## src/rtl/udt_pkg.sv

```systemverilog
// Shared UDT packet field positions, control type codes and the
// dispatch state encoding used by the control-packet router.
package udt_pkg;

  localparam int UDT_CTRL_FLAG_BIT = 63;
  localparam int UDT_TYPE_MSB      = 62;
  localparam int UDT_TYPE_LSB      = 48;

  localparam logic [14:0] UDT_HANDSHAKE = 15'd0;
  localparam logic [14:0] UDT_KEEPALIVE = 15'd1;
  localparam logic [14:0] UDT_ACK       = 15'd2;
  localparam logic [14:0] UDT_NAK       = 15'd3;
  localparam logic [14:0] UDT_SHUTDOWN  = 15'd5;
  localparam logic [14:0] UDT_ACK2      = 15'd6;
  localparam logic [14:0] UDT_MSGDROP   = 15'd7;

  typedef enum logic [1:0] {
    ST_IDLE      = 2'd0,
    ST_FWD_CLOSE = 2'd1,
    ST_FWD_CTRL  = 2'd2,
    ST_DROP      = 2'd3
  } disp_state_e;

  // Destination of a packet, judged from its first beat.
  function automatic disp_state_e classify(
    input logic [63:0] beat,
    input logic [14:0] close_type,
    input logic        drop_data
  );
    logic [14:0] ty;
    ty = beat[UDT_TYPE_MSB:UDT_TYPE_LSB];
    if (!beat[UDT_CTRL_FLAG_BIT])
      classify = drop_data ? ST_DROP : ST_FWD_CTRL;
    else if (ty == close_type)
      classify = ST_FWD_CLOSE;
    else if (ty <= UDT_MSGDROP)
      classify = ST_FWD_CTRL;
    else
      classify = ST_DROP;
  endfunction

endpackage

```

## src/rtl/axis_reg_slice.sv

```systemverilog
// One-deep AXI-stream register slice, latency 1; accepts a new
// beat whenever empty or being drained in the same cycle.
module axis_reg_slice (
  input  logic        clk_i,
  input  logic        rst_ni,
  input  logic        s_valid_i,
  input  logic [63:0] s_data_i,
  input  logic [7:0]  s_keep_i,
  input  logic        s_last_i,
  output logic        s_ready_o,
  output logic        m_valid_o,
  output logic [63:0] m_data_o,
  output logic [7:0]  m_keep_o,
  output logic        m_last_o,
  input  logic        m_ready_i
);

  logic        valid_q;
  logic [63:0] data_q;
  logic [7:0]  keep_q;
  logic        last_q;

  assign s_ready_o = !valid_q || m_ready_i;

  always_ff @(posedge clk_i or negedge rst_ni) begin
    if (!rst_ni) begin
      valid_q <= 1'b0;
      data_q  <= '0;
      keep_q  <= '0;
      last_q  <= 1'b0;
    end else if (s_ready_o) begin
      valid_q <= s_valid_i;
      if (s_valid_i) begin
        data_q <= s_data_i;
        keep_q <= s_keep_i;
        last_q <= s_last_i;
      end
    end
  end

  assign m_valid_o = valid_q;
  assign m_data_o  = data_q;
  assign m_keep_o  = keep_q;
  assign m_last_o  = last_q;

endmodule

```

## src/rtl/udt_ctrl_dispatch.sv

```systemverilog
// Routes received UDT packets to the CLOSE or generic control path,
// discarding the rest and counting discards per category.
module udt_ctrl_dispatch
  import udt_pkg::*;
#(
  parameter logic [14:0] CLOSE_TYPE = 15'h0005,
  parameter int          CNT_W      = 16,
  parameter bit          DROP_DATA  = 1'b1
) (
  input  logic             core_clk,
  input  logic             core_rst_n,
  input  logic             s_tvalid_i,
  input  logic [63:0]      s_tdata_i,
  input  logic [7:0]       s_tkeep_i,
  input  logic             s_tlast_i,
  output logic             s_tready_o,
  output logic             close_tvalid_o,
  output logic [63:0]      close_tdata_o,
  output logic [7:0]       close_tkeep_o,
  output logic             close_tlast_o,
  input  logic             close_tready_i,
  output logic             ctrl_tvalid_o,
  output logic [63:0]      ctrl_tdata_o,
  output logic [7:0]       ctrl_tkeep_o,
  output logic             ctrl_tlast_o,
  input  logic             ctrl_tready_i,
  output logic [CNT_W-1:0] drop_data_cnt_o,
  output logic [CNT_W-1:0] drop_unk_cnt_o
);

  localparam logic [CNT_W-1:0] CNT_ONE = {{(CNT_W-1){1'b0}}, 1'b1};

  disp_state_e state_q, state_d;
  disp_state_e first_dst, route;

  logic close_rdy, ctrl_rdy;
  logic close_in_vld, ctrl_in_vld;
  logic accept, first_acc, drop_first;
  logic unk_inc, data_inc;

  logic [CNT_W-1:0] data_cnt_q, data_cnt_d;
  logic [CNT_W-1:0] unk_cnt_q, unk_cnt_d;

  // In IDLE the destination comes straight from the beat on the bus.
  assign first_dst = classify(s_tdata_i, CLOSE_TYPE, DROP_DATA);
  assign route = (state_q == ST_IDLE) ? first_dst : state_q;

  always_comb begin
    s_tready_o = 1'b1;
    unique case (1'b1)
      route == ST_FWD_CLOSE: s_tready_o = close_rdy;
      route == ST_FWD_CTRL:  s_tready_o = ctrl_rdy;
      default:               s_tready_o = 1'b1;
    endcase
  end

  assign accept     = s_tvalid_i && s_tready_o;
  assign first_acc  = accept && (state_q == ST_IDLE);
  assign drop_first = first_acc && (first_dst == ST_DROP);
  assign unk_inc  = drop_first && s_tdata_i[UDT_CTRL_FLAG_BIT];
  assign data_inc = drop_first && !s_tdata_i[UDT_CTRL_FLAG_BIT];

  assign close_in_vld = s_tvalid_i && (route == ST_FWD_CLOSE);
  assign ctrl_in_vld  = s_tvalid_i && (route == ST_FWD_CTRL);

  always_comb begin
    state_d = state_q;
    if (accept)
      state_d = s_tlast_i ? ST_IDLE : route;
  end

  always_comb begin
    data_cnt_d = data_cnt_q;
    unk_cnt_d  = unk_cnt_q;
    if (data_inc && (data_cnt_q != '1))
      data_cnt_d = data_cnt_q + CNT_ONE;
    if (unk_inc && (unk_cnt_q != '1))
      unk_cnt_d = unk_cnt_q + CNT_ONE;
  end

  always_ff @(posedge core_clk or negedge core_rst_n) begin
    if (!core_rst_n) begin
      state_q    <= ST_IDLE;
      data_cnt_q <= '0;
      unk_cnt_q  <= '0;
    end else begin
      state_q    <= state_d;
      data_cnt_q <= data_cnt_d;
      unk_cnt_q  <= unk_cnt_d;
    end
  end

  assign drop_data_cnt_o = data_cnt_q;
  assign drop_unk_cnt_o  = unk_cnt_q;

  axis_reg_slice u_close (
    .clk_i     (core_clk),
    .rst_ni    (core_rst_n),
    .s_valid_i (close_in_vld),
    .s_data_i  (s_tdata_i),
    .s_keep_i  (s_tkeep_i),
    .s_last_i  (s_tlast_i),
    .s_ready_o (close_rdy),
    .m_valid_o (close_tvalid_o),
    .m_data_o  (close_tdata_o),
    .m_keep_o  (close_tkeep_o),
    .m_last_o  (close_tlast_o),
    .m_ready_i (close_tready_i)
  );

  axis_reg_slice u_ctrl (
    .clk_i     (core_clk),
    .rst_ni    (core_rst_n),
    .s_valid_i (ctrl_in_vld),
    .s_data_i  (s_tdata_i),
    .s_keep_i  (s_tkeep_i),
    .s_last_i  (s_tlast_i),
    .s_ready_o (ctrl_rdy),
    .m_valid_o (ctrl_tvalid_o),
    .m_data_o  (ctrl_tdata_o),
    .m_keep_o  (ctrl_tkeep_o),
    .m_last_o  (ctrl_tlast_o),
    .m_ready_i (ctrl_tready_i)
  );

endmodule
```

## config.mk

```make
export PLATFORM = sky130hd
export DESIGN_NAME = udt_ctrl_dispatch
export DESIGN_NICKNAME = d
export VERILOG_FILES = /design/src/rtl/udt_pkg.sv /design/src/rtl/axis_reg_slice.sv /design/src/rtl/udt_ctrl_dispatch.sv
export SDC_FILE = /design/constraint.sdc
export NUM_CORES = 1
export LEC_CHECK = 0
export CAP_MARGIN = 25
export CORE_MARGIN = 5
export CORE_UTILIZATION = 38
export CTS_CLUSTER_DIAMETER = 200
export CTS_CLUSTER_SIZE = 12
export DETAILED_ROUTE_END_ITERATION = 10
export PLACE_DENSITY = 0.77
export SLEW_MARGIN = 15
export SYNTH_ARGS = -nofsm -noshare
export SYNTH_HDL_FRONTEND = slang
export SYNTH_SLANG_ARGS = --single-unit
```

## constraint.sdc

```tcl
create_clock -name core_clk -period 3 [get_ports core_clk]
set_input_delay 0.45 -clock core_clk [delete_from_list [all_inputs] [get_ports core_clk]]
set_output_delay 0.45 -clock core_clk [all_outputs]
set_load 0.02 [all_outputs]
```

==> run_1/met3.png <==
Drawn at 3 px/um. Cells faint in the background.
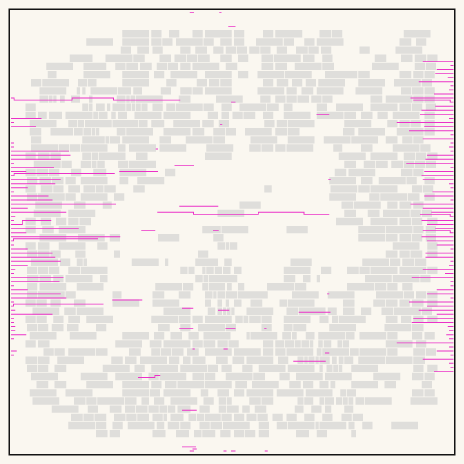
The wires run mostly horizontal. 143 nets have wire on it. The layer holds 6.7% of the routed length.

==> run_1/clock_map.png <==
Drawn at 2 px/um.
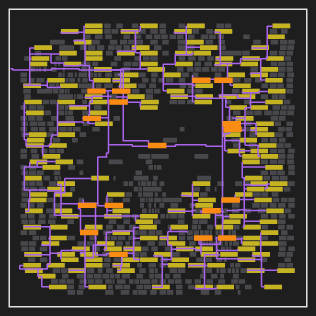
Purple marks clock wires, length 2110 um. Orange marks cells driving clock nets, count 17. Yellow marks flip-flops, count 182.
Position of the flops: spread over the die.
Latency at later pin: 0.42 ns
clock skew: 0.0114 ns
Clock net power: 2.20 mW
clock power share: 18.0%

==> impl_metrics.env, run 1 <==
# flow metrics
export IMPL_tool_warnings=28
export IMPL_die_area_mm2=0.0219
export IMPL_cp_end_kind="flop"
export IMPL_postSynthNetCount=570
export IMPL_finalSetupViolations=0
export IMPL_comb_share_pct=24.7
export IMPL_dpl_hpwl_um=14300
export IMPL_flop_area_mm2=0.00455
export IMPL_path_clk_slew_ns=0.07
export IMPL_cp_required_ns=3.30
export IMPL_die_x_um=148
export IMPL_top_cell="dfrtp_1"
export IMPL_place_gp_congestion=0.830
export IMPL_synth_cell_types=38
export IMPL_diodes=0
export IMPL_synth_cells=488
export IMPL_routedWlPerCell_um=19.0
export IMPL_grt_pass1_vias=5741
export IMPL_fin_util_pct=59.5
export IMPL_place_inst=992
export IMPL_fin_crit_sh_pct=96.5
export IMPL_wl_met3_um=1300
export IMPL_yosysWarnings=0
export IMPL_status="complete, no violations"
export IMPL_hp_class="in2reg"
export IMPL_syn_area_mm2=0.00724
export IMPL_layout_drive_gt1_share_pct=30.9
export IMPL_wl_met2_um=9780
export IMPL_leakage_nw=4.79
export IMPL_final_cells=1029
export IMPL_ys_seq_share_pct=62.9
export IMPL_cts_root_buf="clkbuf_16"
export IMPL_wl_met1_um=7900
export IMPL_rows=50
export IMPL_port_buffers=258
export IMPL_max_stage_delay_ns=0.48
==> run_1/final_clocks.png <==
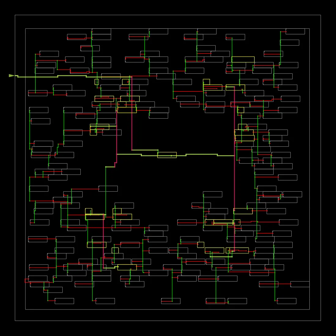
count of flip-flops and latches: 182
CTS Buf Count: 17
Clock Sinks: 182
Layout clock buffers: 17

==> run_1/met1.png <==
Drawn at 2 px/um. Supply wires on this layer in grey.
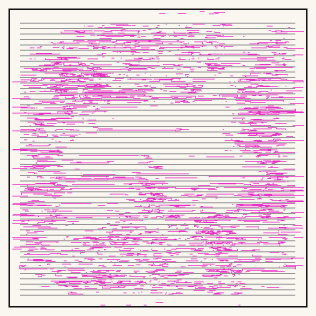
761 nets have wire on it. The layer holds 40% of the routed length. The longest straight run is 40.0 um.
M1 GR Usage: 20.4%
final wirelength: 19500 um
DR vias: 5112

run 1: cell families after synthesis:
logic type / count (synthesis) / synth area share (%)
flip-flops: 182 / 62.9
multiplexers: 149 / 23.2
AND/OR/NAND/NOR: 88 / 7.21
XOR/XNOR: 29 / 3.51
buffers and inverters: 27 / 1.61
AND-OR/OR-AND: 9 / 0.899
adder cells (fa/ha/maj): 4 / 0.691
run 1: power by group:
part           internal, mW  switching [mW]  total (mW)
Clock                  1.18            1.02        2.20
Combinational          3.11            2.77        5.89
Sequential             3.54           0.623        4.16
run 1: placed cells by master (no fill, tap or decap), drive strengths merged, types with 2 or more instances in the layout:
cell type | synthesis | routed
a211o | 1 | 2
a21oi | 2 | 2
and2 | 3 | 3
and3 | 7 | 7
and4 | 2 | 2
buf | 12 | 38
clkbuf | 9 | 17
clkdlybuf4s50 | 0 | 251
clkinv | 0 | 4
dfrtp | 182 | 182
dlymetal6s2s | 0 | 5
ha | 4 | 4
inv | 6 | 16
mux2 | 148 | 148
nand2 | 17 | 17
nand2b | 2 | 2
nand3 | 16 | 16
nand4 | 6 | 6
nor2 | 10 | 10
nor3 | 6 | 6
nor3b | 2 | 2
nor4 | 10 | 10
nor4b | 2 | 2
xnor2 | 13 | 13
xor2 | 16 | 16
run 1: registers in the layout, indices dropped and copies added, names as in the netlist, 2 cells and up:
name              count
u_close.m_data_o     64
u_close.m_keep_o      8
u_ctrl.m_data_o      64
drop_data_cnt_o      16
u_ctrl.m_keep_o       8
state_q               2
drop_unk_cnt_o       16
run 1: timing repair:
item	in CTS	in global routing
hold buffers	1	0
buffers inserted	1	2
cloned	0	1
resized	15	22
endpoints found under the setup margin	5	16
hold endpoints to repair	49	0
pin swaps	5	9
## Run 2: what changed since run 1
--- a/config.mk
+++ b/config.mk
@@ -5,6 +5,7 @@
 export SDC_FILE = /design/constraint.sdc
 export NUM_CORES = 1
 export LEC_CHECK = 0
+export ABC_CLOCK_PERIOD_IN_PS = 2800
 export CAP_MARGIN = 25
 export CORE_MARGIN = 5
 export CORE_UTILIZATION = 38
@@ -12,7 +13,7 @@
 export CTS_CLUSTER_SIZE = 12
 export DETAILED_ROUTE_END_ITERATION = 10
 export PLACE_DENSITY = 0.77
-export SLEW_MARGIN = 15
+export SLEW_MARGIN = 20
 export SYNTH_ARGS = -nofsm -noshare
 export SYNTH_HDL_FRONTEND = slang
 export SYNTH_SLANG_ARGS = --single-unit
==> constraint.sdc (replaced) <==
create_clock -name core_clk -period 2.8 [get_ports core_clk]
set_input_delay 0.42 -clock core_clk [delete_from_list [all_inputs] [get_ports core_clk]]
set_output_delay 0.42 -clock core_clk [all_outputs]
set_load 0.02 [all_outputs]
==> run_2/clock_map.png <==
Drawn at 2 px/um.
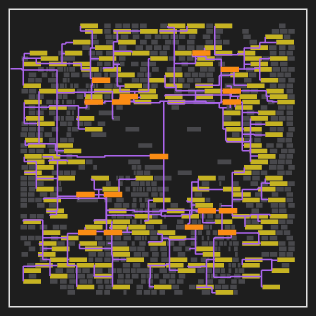
clock skew: 0.00944 ns
Clock net power: 2.61 mW
clock power share: 19.5%

==> run 2 against run 1 <==
Hold slack got worse by 0.069 ns; critical path depth decreased by 2; clock power increased by 19%; clock-buffer cell count increased by 2.
==> impl_metrics.env, run 2 <==
# flow metrics
export IMPL_status="complete, no violations"
export IMPL_die_x_um=148
export IMPL_fin_crit_sh_pct=97.3
export IMPL_flop_area_mm2=0.00455
export IMPL_leakage_nw=4.82
export IMPL_dpl_hpwl_um=14400
export IMPL_insertion_delay_ns=0.42
export IMPL_finalSetupViolations=0
export IMPL_cts_root_buf="clkbuf_16"
export IMPL_syn_area_mm2=0.00724
export IMPL_clkSinkCount=182
export IMPL_switching_share_pct=35.1
export IMPL_internal_power_mw=8.68
export IMPL_hp_class="in2reg"
export IMPL_diodes=2
export IMPL_yosysWarnings=0
export IMPL_cp_required_ns=2.38
export IMPL_p_comb_mw=6.30
export IMPL_ys_seq_share_pct=62.9
export IMPL_synth_cell_types=38
export IMPL_ff_count=182
export IMPL_lay_top_count="clkdlybuf4s50_1"
export IMPL_seq_power_mw=4.47
export IMPL_rows=50
export IMPL_cts_hold_buf=1
export IMPL_routedWlPerCell_um=19.2
export IMPL_p_sw_mw=4.70
export IMPL_die_area_mm2=0.0219
export IMPL_top_cell="dfrtp_1"
export IMPL_place_gp_congestion=0.815
export IMPL_cts_resized_gates=28
==> run_2/final_clocks.png <==
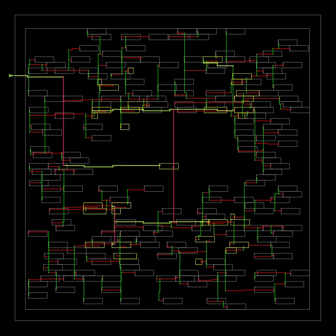
Layout clock buffers: 19

## run 2: cell counts after synthesis
No cell type changed its count.
## run 2: cell families after synthesis
group / after synthesis / share of synthesized area, %
AND/OR/NAND/NOR: 88 / 7.21
adder cells (fa/ha/maj): 4 / 0.691
multiplexers: 149 / 23.2
flip-flops: 182 / 62.9
buffers and inverters: 27 / 1.61
AND-OR/OR-AND: 9 / 0.899
XOR/XNOR: 29 / 3.51
## run 2: stage by stage
| stage | instance area [um2] | util (%) | hold slack (ns) | cells | power [mW] |
|---|---|---|---|---|---|
| 6_report | 11200 | 59.8 | 0.371 | 1033 | 13.4 |
| 5_1_grt | 11200 | 59.8 | 0.361 | 1033 | 14.0 |
| 3_5_place_dp | 10300 | 55.3 | 0.408 | 993 | 10.7 |
| 3_3_place_gp | 10300 | 55.3 | 0.386 | 993 | 10.5 |
| 4_1_cts | 11100 | 59.2 | 0.433 | 1029 | 13.4 |
| 2_1_floorplan | 7240 | - | 0.124 | 488 | 7.45 |
## run 2: per-layer routing
layer / vias to the layer above / routed length (um) / global-route usage, %
met1: 2560 / 7900 / 21.0
met4: 0 / 485 / 6.70
met3: 28 / 1380 / 5.89
li1: 2333 / - / -
met5: - / 0 / 0
met2: 179 / 10100 / 30.3
## run 2: worst max-delay path by stage
stage | slack, ns | to | cells past startpoint | from
global placement | -0.72 | s_tready_o | 10 | s_tdata_i[62]
finish | 0.07 | s_tready_o | 10 | s_tdata_i[57]
global route | -0.05 | s_tready_o | 10 | s_tdata_i[57]
CTS | 0.004 | s_tready_o | 9 | s_tdata_i[56]
floorplan | 0.14 | drop_unk_cnt_o[11] | 12 | s_tdata_i[62]
detailed placement | -0.85 | s_tready_o | 10 | s_tdata_i[62]
Power figures rest on the tool's default switching activity, not on a simulated workload.
